Fig. 1: run 1, PDN straps and rails
Drawn at 6 px/um. Pins as bars on the die edge. Tap cells in grey.
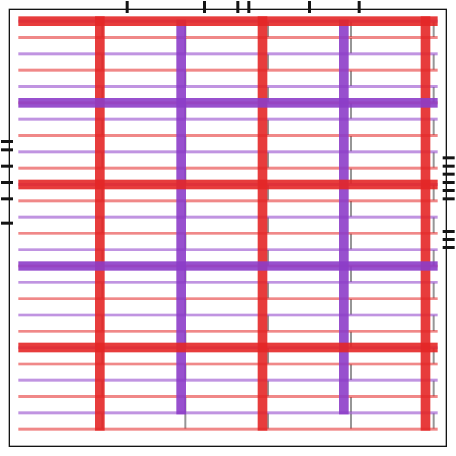
Fig. 2: run 1, placed cells, one colour a class
Drawn at 6 px/um. Fill, decap, tap and diode cells in grey.
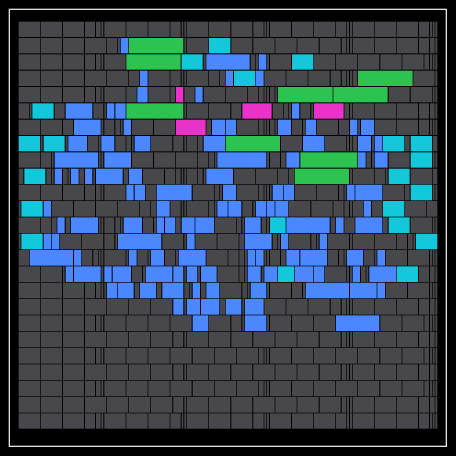
Fig. 3: run 1, routed clock nets over the placement
Drawn at 4 px/um.
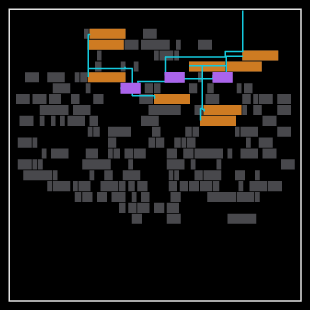
--- config.mk ---
export PLATFORM = sky130hd
export DESIGN_NAME = lif_spike_generator
export DESIGN_NICKNAME = d
export VERILOG_FILES = /design/src/rtl/lif_spike_generator.sv
export SDC_FILE = /design/constraint.sdc
export NUM_CORES = 1
export LEC_CHECK = 0
export CAP_MARGIN = 15
export CORE_UTILIZATION = 23
export DETAILED_ROUTE_END_ITERATION = 7
export PLACE_DENSITY = 0.46
export SLEW_MARGIN = 20
export SYNTH_ARGS = -nofsm -noshare
export SYNTH_HDL_FRONTEND = slang
export SYNTH_SLANG_ARGS = --single-unit
--- constraint.sdc ---
create_clock -name clk -period 3.4 [get_ports clk]
set_clock_uncertainty 0.1 [all_clocks]
set_input_delay 0.34 -clock clk [delete_from_list [all_inputs] [get_ports clk]]
set_output_delay 0.34 -clock clk [all_outputs]
set_load 0.1 [all_outputs]
--- src/rtl/lif_spike_generator.sv ---
// lif_spike_generator: leaky integrate-and-fire neuron output stage with shift leak and saturating potential
// Define REFRACTORY_EN to add the post-spike refractory period; without it the neuron integrates again on the next enable.
module lif_spike_generator #(
  parameter int THRESHOLD     = 64,
  parameter int DECAY_SHIFT   = 3,
  parameter int REFRAC_CYCLES = 2
) (
  input  logic              clk,
  input  logic              reset_n,
  input  logic              enable,
  input  logic signed [7:0] input_current,
  output logic              spike_out,
  output logic signed [7:0] membrane_potential,
  output logic              refractory_active
);
  localparam logic signed [7:0] TH = 8'(THRESHOLD);
  if (THRESHOLD < 1 || THRESHOLD > 127 || DECAY_SHIFT < 1 || DECAY_SHIFT > 7 ||
      REFRAC_CYCLES < 0 || REFRAC_CYCLES > 15) begin : g_bad_params
    $error("lif_spike_generator: parameter out of range");
  end
  logic signed [9:0] s;
  logic signed [7:0] v_next, v_d;
  logic              spike_d, fire;
  assign s      = 10'(membrane_potential) - 10'(membrane_potential >>> DECAY_SHIFT) + 10'(input_current);
  assign v_next = s > 10'sd127 ? 8'sd127 : s < -10'sd128 ? -8'sd128 : s[7:0];
  assign fire   = v_next >= TH;
`ifdef REFRACTORY_EN
  typedef enum logic {INTEGRATE, REFRACTORY} state_t;
  state_t     state, state_d;
  logic [3:0] cnt, cnt_d;
  always_ff @(posedge clk or negedge reset_n)
    if (!reset_n) begin
      state <= INTEGRATE;
      cnt   <= '0;
    end else begin
      state <= state_d;
      cnt   <= cnt_d;
    end
  always_comb begin
    state_d = state;
    cnt_d   = cnt;
    v_d     = membrane_potential;
    spike_d = 1'b0;
    if (enable) begin
      if (state == REFRACTORY) begin
        v_d     = '0;
        cnt_d   = cnt - 4'd1;
        state_d = cnt == 4'd1 ? INTEGRATE : REFRACTORY;
      end else if (fire) begin
        v_d     = '0;
        spike_d = 1'b1;
        if (REFRAC_CYCLES > 0) begin
          state_d = REFRACTORY;
          cnt_d   = 4'(REFRAC_CYCLES);
        end
      end else begin
        v_d = v_next;
      end
    end
  end
  assign refractory_active = state == REFRACTORY;
`else
  always_comb begin
    spike_d = enable && fire;
    v_d     = !enable ? membrane_potential : fire ? 8'sd0 : v_next;
  end
  assign refractory_active = 1'b0;
`endif
  always_ff @(posedge clk or negedge reset_n)
    if (!reset_n) begin
      membrane_potential <= '0;
      spike_out          <= 1'b0;
    end else begin
      membrane_potential <= v_d;
      spike_out          <= spike_d;
    end
endmodule

==> summary.txt, run 1 <==
This note records the results obtained with Yosys and OpenROAD.

CTS
The clock-pin slew on the worst setup and hold paths is 0.04 ns. The number of CTS-inserted buffers is 3. TritonCTS built the clock tree.

Floorplan
The initial core utilization is 0.2411. The die is 72.59 um tall. The placeable core area is roughly 4800 um2.

Worst setup path
The critical path maximum fanout is 8. The worst reg2reg path endpoint is membrane_potential[0]. The data arrival time at the worst-slack endpoint is 3.12 ns. The buffer and inverter count on the worst path is 3. In this run the critical register-to-register path is launched from membrane_potential[7].

Logic synthesis
The number of nets in the synthesized netlist is 161.

Place
Per the detailed placement report, the placed cell area equals 1389 um2. Counting tap cells, the placed design contains a total of between 200 and 250 instances.

Final timing
The tightest hold path in the finished design has a slack of 0.3144 ns. The final layout reports a setup TNS of 0 ns. The worst path in the final design needs a cycle of 3.135 ns, including I/O delays and setup.

Detailed routing
After detailed routing, the number of vias per cell comes to 4.263. The final wirelength is 2.456 mm. The number of detailed-routing iterations run before antenna repair is 4.

Run status
The flow ran to the end, and the final reports show no timing, DRC or antenna violations.

Worst hold path
The type recorded for the worst min-delay path is in -> async.

Cells and area
The combinational gate area is 770.7 um2.

Pwr
About Fig. 1:
[red] VSS
[purple] VDD
tap cells: 67
met4 straps: 5
rows: 25
met5 straps: 5

About Fig. 2:
[cyan] other buffers and delay cells | cells: 21 | share of their area: 15%
[blue] all other logic | cells: 116 | share of their area: 65%
[magenta] clock drivers and dummy loads | cells: 4 | share of their area: 3.3%
[green] flops | cells: 9 | share of their area: 17%

About Fig. 3:
[purple] cells driving clock nets | count: 3
[cyan] clock wires | length: 133 um
[orange] flip-flops | count: 9
routed clock nets: 4

-- run 1: cell type report --
type                       count  share of cell area
multi-input combinational     89              0.5375
sequential                     9              0.1588
timing repair buffer          21              0.1431
inverter                      27             0.07068
tap                           67             0.05846
clock buffer                   4             0.03141
-- run 1: logic make-up (layout without fill, tap and decap cells) --
group / after synthesis / after routing / synth area share
fa+ha+maj: 19 / 19 / 0.2533
compound gates: 33 / 33 / 0.2151
flops: 9 / 9 / 0.1965
other cells: 1 / 1 / 0.003272
xor+xnor: 3 / 3 / 0.02293
mux: 3 / 3 / 0.03712
simple gates: 30 / 30 / 0.1408
buf+inv: 33 / 52 / 0.1310
-- run 1: layout by cell type, fill, tap and decap left out, types with 2 or more instances in the layout --
master,n
sky130_fd_sc_hd__fa_1,7
sky130_fd_sc_hd__nand2b_1,4
sky130_fd_sc_hd__dfrtp_2,2
sky130_fd_sc_hd__nand2_1,5
sky130_fd_sc_hd__clkdlybuf4s50_1,19
sky130_fd_sc_hd__ha_1,12
sky130_fd_sc_hd__mux2i_1,2
sky130_fd_sc_hd__xor2_1,2
sky130_fd_sc_hd__a21o_1,3
sky130_fd_sc_hd__o21ai_1,2
sky130_fd_sc_hd__and3_1,3
sky130_fd_sc_hd__o22ai_1,4
sky130_fd_sc_hd__clkbuf_8,3
sky130_fd_sc_hd__a211oi_2,3
sky130_fd_sc_hd__inv_1,27
sky130_fd_sc_hd__nand3_1,3
sky130_fd_sc_hd__nand4_1,2
sky130_fd_sc_hd__nor2b_1,3
sky130_fd_sc_hd__a21oi_1,6
sky130_fd_sc_hd__o211a_1,2
sky130_fd_sc_hd__o21ai_0,4
sky130_fd_sc_hd__a211oi_1,2
sky130_fd_sc_hd__buf_4,2
sky130_fd_sc_hd__nor2_1,5
sky130_fd_sc_hd__or2_2,2
sky130_fd_sc_hd__o211ai_1,2
sky130_fd_sc_hd__dfrtp_1,7
-- run 1: per-layer routing --
layer,track usage,share of wire
met5,0,0
met2,0.1817,0.46
met1,0.1430,0.49
met4,0.01743,0
met3,0.03039,0.046
-- run 1: worst min path at each step --
stage	from	to	slack [ns]	cells after the start
floorplan	reset_n	membrane_potential[0]	-0.06	0
global placement	membrane_potential[0]	membrane_potential[0]	0.47	2
detailed placement	membrane_potential[0]	membrane_potential[0]	0.48	2
CTS	reset_n	membrane_potential[5]	0.33	1
global route	reset_n	membrane_potential[0]	0.34	1
finish	reset_n	membrane_potential[5]	0.31	1
-- run 1: flip-flops by register name, summed over array words and instances (netlist names) --
register	flops
membrane_potential	8
spike_out	1
Fig. 4: run 1, signal wires by layer
Drawn at 6 px/um.
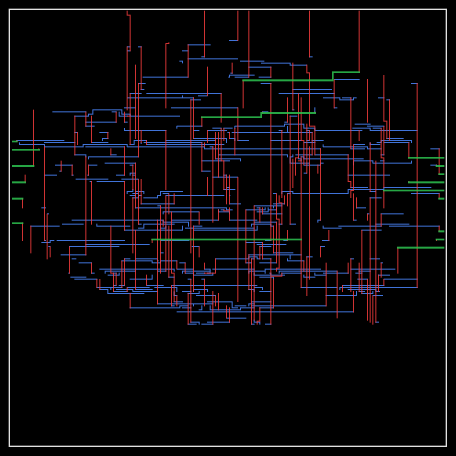

--- run 2 (diff from run 1) ---
- CTS_BUF_LIST: unset -> sky130_fd_sc_hd__clkbuf_2
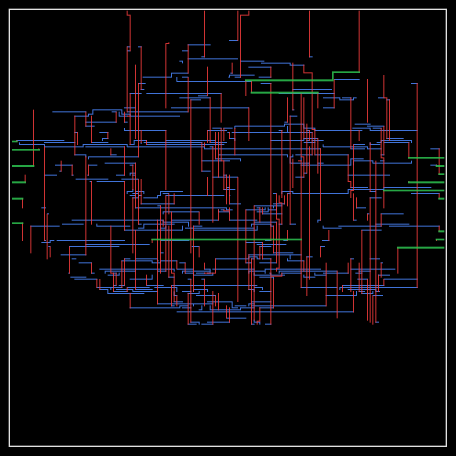
Fig. 5. Signal wires by layer (run 2).
Drawn at 6 px/um.
[red] met2 | wire length: 1150 um
[blue] met1 | wire length: 1220 um
[green] met3 | wire length: 103 um

==> summary.txt, run 2 <==
This note records the results obtained with Yosys and OpenROAD.

Final timing
In the final report, the number of hold violations comes to 0. The smallest clock period supported by the final layout is computed as ~3.1 ns. The final timing report gives a worst setup slack of roughly 0.29 ns.

The worst hold margin is a little under 0.3 ns. The aggregate negative setup slack is 0 ns. The final tally of setup violations is 0.

Cells and area
The most common logic cell in the final layout is sky130_fd_sc_hd__inv_1. In the final layout, the registers with the most flip-flops are membrane_potential: 8 flops, spike_out: 1 flops. The largest register by flop count is membrane_potential. Ranking logic cells in the layout by count gives the top entries sky130_fd_sc_hd__inv_1 (27), sky130_fd_sc_hd__clkdlybuf4s50_1 (19), sky130_fd_sc_hd__ha_1 (12), sky130_fd_sc_hd__fa_1 (7), sky130_fd_sc_hd__dfrtp_1 (7).

The register with the most flip-flops in the layout has 8 of them.

Detailed routing
The final wirelength is 2.464 mm. The average vias per placed instance is 4.263. The number of detailed-routing iterations run before antenna repair is 4.

Logic synthesis
Summing every instance area after synthesis gives 1146 um2. The post-synthesis chip area from yosys is 1146 um2.

Global route
The number of antenna violations at the first check in global routing came to 0.

CTS
Once the clock tree was built, the setup fixing pass inserted 0 buffers. TritonCTS built the clock tree. The number of CTS-inserted buffers is 3. Per the post-CTS timing run, clock transition at the registers of the reported paths is 0.09 ns. Looking at the clock tree report, the H-tree level count equals 1.

Worst setup path
The timing report notes that buffer and inverter cells on the critical path total 3. The critical path is of the in -> reg type. STA classifies the critical path endpoint as a register. The arrival time of data at the worst endpoint is listed as between 3 and 4 ns.

Walking the worst path, the cells encountered are clkdlybuf4s50_1, inv_1, fa_1, inv_1, ha_1, a21oi_1, o21ai_1, and3_1, a21oi_4, mux2i_4, o22ai_1. The OpenROAD report gives the critical path a required time of 3.40 ns. The worst reg2reg path endpoint is membrane_potential[0].

Following the worst setup path forward leads to its endpoint at membrane_potential[0]. The startpoint of the most critical register-to-register path is membrane_potential[7].

Place
The number of port buffers is 19. The placed cell area is 1389 um2. The detailed placer reported the number of placed instances as 213.

Flow run
The number of warnings in the stage logs is 27.

Floorplan
The region available for standard cell placement spans 4755 um2. The initial core utilization is 0.2411. The height of the die is 72.59 um.

Run status
The run finished with clean final reports.

Worst hold path
The class of the tightest hold or removal check is in -> async.
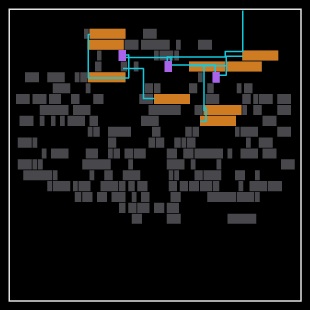
Fig. 6. Routed clock nets over the placement (run 2).
Drawn at 4 px/um.
[cyan] clock wires | length: 141 um
[orange] flip-flops | count: 9
[purple] cells driving clock nets | count: 3
routed clock nets: 4
clock latency at the later pin of the worst-skew pair: 0.24 ns

run 2: cell counts after synthesis:
Identical to the previous run, type by type.
run 2: layer usage:
layer  vias up  global-route usage  wire, um
met1       425              0.1430      1215
met2        21              0.1817      1145
met5         -                   0         0
met3         0             0.03039       103
met4         0             0.01089         0
li1        479                   -         -
run 2: worst min path at each step:
stage	end	slack [ns]	depth (start not counted)
floorplan	membrane_potential[0]	-0.06	0
global placement	membrane_potential[0]	0.47	2
detailed placement	membrane_potential[0]	0.48	2
CTS	membrane_potential[5]	0.29	1
global route	membrane_potential[5]	0.29	1
finish	membrane_potential[5]	0.29	1
run 2: layout make-up:
cell class / instances / area, um2 / share of cell area
multi-input combinational: 89 / 770.7 / 0.5471
inverter: 27 / 101.3 / 0.07194
clock buffer: 4 / 20.02 / 0.01421
tap: 67 / 83.83 / 0.05950
sequential: 9 / 227.7 / 0.1616
timing repair buffer: 21 / 205.2 / 0.1456
run 2: worst reg2reg max path, cell delays in order, from the launching register on:
cell,delay (ns)
sky130_fd_sc_hd__dfrtp_2,0.49
sky130_fd_sc_hd__fa_1,0.50
sky130_fd_sc_hd__inv_1,0.04
sky130_fd_sc_hd__ha_1,0.39
sky130_fd_sc_hd__a21oi_1,0.25
sky130_fd_sc_hd__o21ai_1,0.18
sky130_fd_sc_hd__and3_1,0.23
sky130_fd_sc_hd__a21oi_4,0.20
sky130_fd_sc_hd__mux2i_4,0.33
sky130_fd_sc_hd__o22ai_1,0.13
run 2: logic make-up after synthesis:
kind of cell	synth area share
mux	0.03712
fa+ha+maj	0.2533
flops	0.1965
xor+xnor	0.02293
compound gates	0.2151
buf+inv	0.1310
other cells	0.003272
simple gates	0.1408
--- run 3 (diff from run 2) ---
- CAP_MARGIN: 15 -> unset
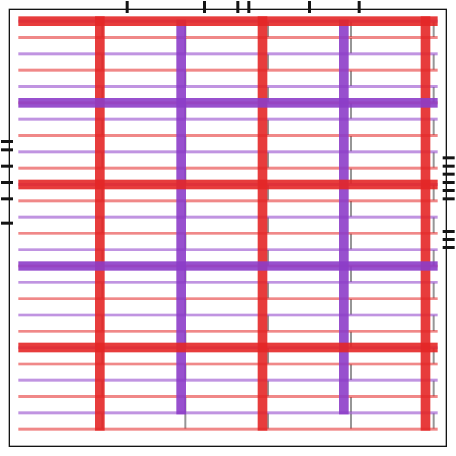
Fig. 7. PDN straps and rails (run 3).
Drawn at 6 px/um. Pins as bars on the die edge. Tap cells in grey.
[purple] VDD
[red] VSS
met5 straps: 5
met1 rails: 26
signal pins: 21
rows: 25

==> summary.txt, run 3 <==
This note records the results obtained with Yosys and OpenROAD.

Logic synthesis
The xor and xnor area share after synthesis is 0.02293. The post-synthesis chip area from yosys is 1146 um2. The fraction of the mapped netlist area in adder cells is 0.2533. For reference, the mux area share after synthesis is 0.03712. For this run the top cell type by instance count after synthesis was sky130_fd_sc_hd__inv_1.

The area of the mapped netlist is around 1100 um2. When the netlist entered floorplanning its net count stood at 161. The basic-gate share of the synthesized area counting and, or, nand and nor cells is 0.1408.

Floorplan
The initial core utilization is 0.2411. The placeable core area is 4755 um2. The height of the die is 72.59 um.

Worst hold path
The class of the tightest hold or removal check is in -> async.

Global route
The number of antenna violations at the first check in global routing is 0.

Place
The count of buffers added on input and output ports is 19.

CTS
The H-tree level count is 1. Per the skew report, the later register of the worst-skew pair sees a clock latency of 0.24 ns. The TritonCTS clock tree is built. Per the TritonCTS log, the buffer count is 3. The clock-pin slew on the worst setup and hold paths is 0.09 ns. The number of gates resized after cts is 0.

Run status
The run finished with clean final reports.

Cells and area
In the final layout, flip-flops and latches occupy between 200 and 250 um2. The flip-flop count of the largest register after layout is 8. The register ranked first by flip-flop count is membrane_potential. The top cell types in the final layout, fill and taps aside, are sky130_fd_sc_hd__inv_1 (27), sky130_fd_sc_hd__clkdlybuf4s50_1 (19), sky130_fd_sc_hd__ha_1 (12), sky130_fd_sc_hd__fa_1 (7), sky130_fd_sc_hd__dfrtp_1 (7). The combinational gate area is 770.7 um2.

Detailed routing
Per the detailed-route log, wirelength across all metal layers totals approximately 2.5 mm. The average vias per placed instance is 4.263. The remaining antenna violation count after routing is 0.

The first detailed-routing pass ran for 4 iterations.

Worst setup path
Walking the worst path, the cells encountered are clkdlybuf4s50_1, inv_1, fa_1, inv_1, ha_1, a21oi_1, o21ai_1, and3_1, a21oi_4, mux2i_4, o22ai_1. Data on the critical path is required at its endpoint by 3.40 ns. According to the timing report, the critical path is captured at membrane_potential[0]. The worst register-to-register path begins at membrane_potential[7].

The nature of the critical path endpoint is a register. The buffer and inverter count on the worst path is 3. The critical path is of the in -> reg type. The worst reg2reg path endpoint is membrane_potential[0].

The largest fanout of any net on the critical path is 8.

Flow run
The number of warnings in the stage logs is 27.

Final timing
The clock period minus final worst setup slack is roughly 3.1 ns. The final tally of setup violations is 0. Counting endpoints that fail hold in the final report gives 0. Dividing the final minimum period by the clock period gives 0.9160.

Pwr
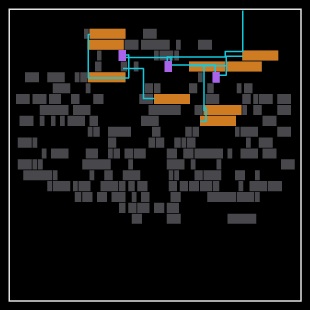
Fig. 8. Routed clock nets over the placement (run 3).
Drawn at 4 px/um.
[purple] cells driving clock nets | count: 3
[cyan] clock wires | length: 141 um
[orange] flip-flops | count: 9
routed clock nets: 4

## run 3: worst min path at each step
stage / endpoint / slack (ns)
2_1_floorplan: membrane_potential[0] / -0.06
3_3_place_gp: membrane_potential[0] / 0.47
3_5_place_dp: membrane_potential[0] / 0.48
4_1_cts: membrane_potential[5] / 0.29
5_1_grt: membrane_potential[5] / 0.29
6_report: membrane_potential[5] / 0.29
## run 3: kinds of logic (layout without fill, tap and decap cells)
group | after synthesis | in the layout
XOR/XNOR | 3 | 3
AND/OR/NAND/NOR | 30 | 30
flip-flops | 9 | 9
other | 1 | 1
buffers and inverters | 33 | 52
multiplexers | 3 | 3
adder cells (fa/ha/maj) | 19 | 19
AND-OR/OR-AND | 33 | 33
## run 3: metal layers
layer | share of wire | GRT usage | vias to the layer above
met5 | 0 | 0 | -
met3 | 0.042 | 0.03039 | 0
met1 | 0.49 | 0.1430 | 425
li1 | - | - | 479
met2 | 0.46 | 0.1817 | 21
met4 | 0 | 0.01089 | 0
## run 3: worst register-to-register path, delay by kind of cell (launching register included)
family                     cells  cell delay, ns
buffers and inverters          1            0.04
DFF                            1            0.49
muxes                          1            0.33
and+or+nand+nor                1            0.23
adders and majority gates      2            0.89
AOI/OAI and AO/OA              4            0.76
## run 3: layout make-up
class	count	area share
timing repair buffer	21	0.1456
inverter	27	0.07194
tap	67	0.05950
sequential	9	0.1616
multi-input combinational	89	0.5471
clock buffer	4	0.01421
## run 3: per-stage QoR
| step | util | std cells | hold slack [ns] | cell area [um2] |
|---|---|---|---|---|
| 2_1_floorplan | - | 131 | -0.05559 | 1149 |
| 3_3_place_gp | 0.2921 | 213 | 0.4664 | 1389 |
| 3_5_place_dp | 0.2921 | 213 | 0.4849 | 1389 |
| 4_1_cts | 0.2963 | 217 | 0.2905 | 1409 |
| 5_1_grt | 0.2963 | 217 | 0.2924 | 1409 |
| 6_report | 0.2963 | 217 | 0.2880 | 1409 |
Treat power and IR drop as tool artefacts here; the default activity estimate runs too high for this design.
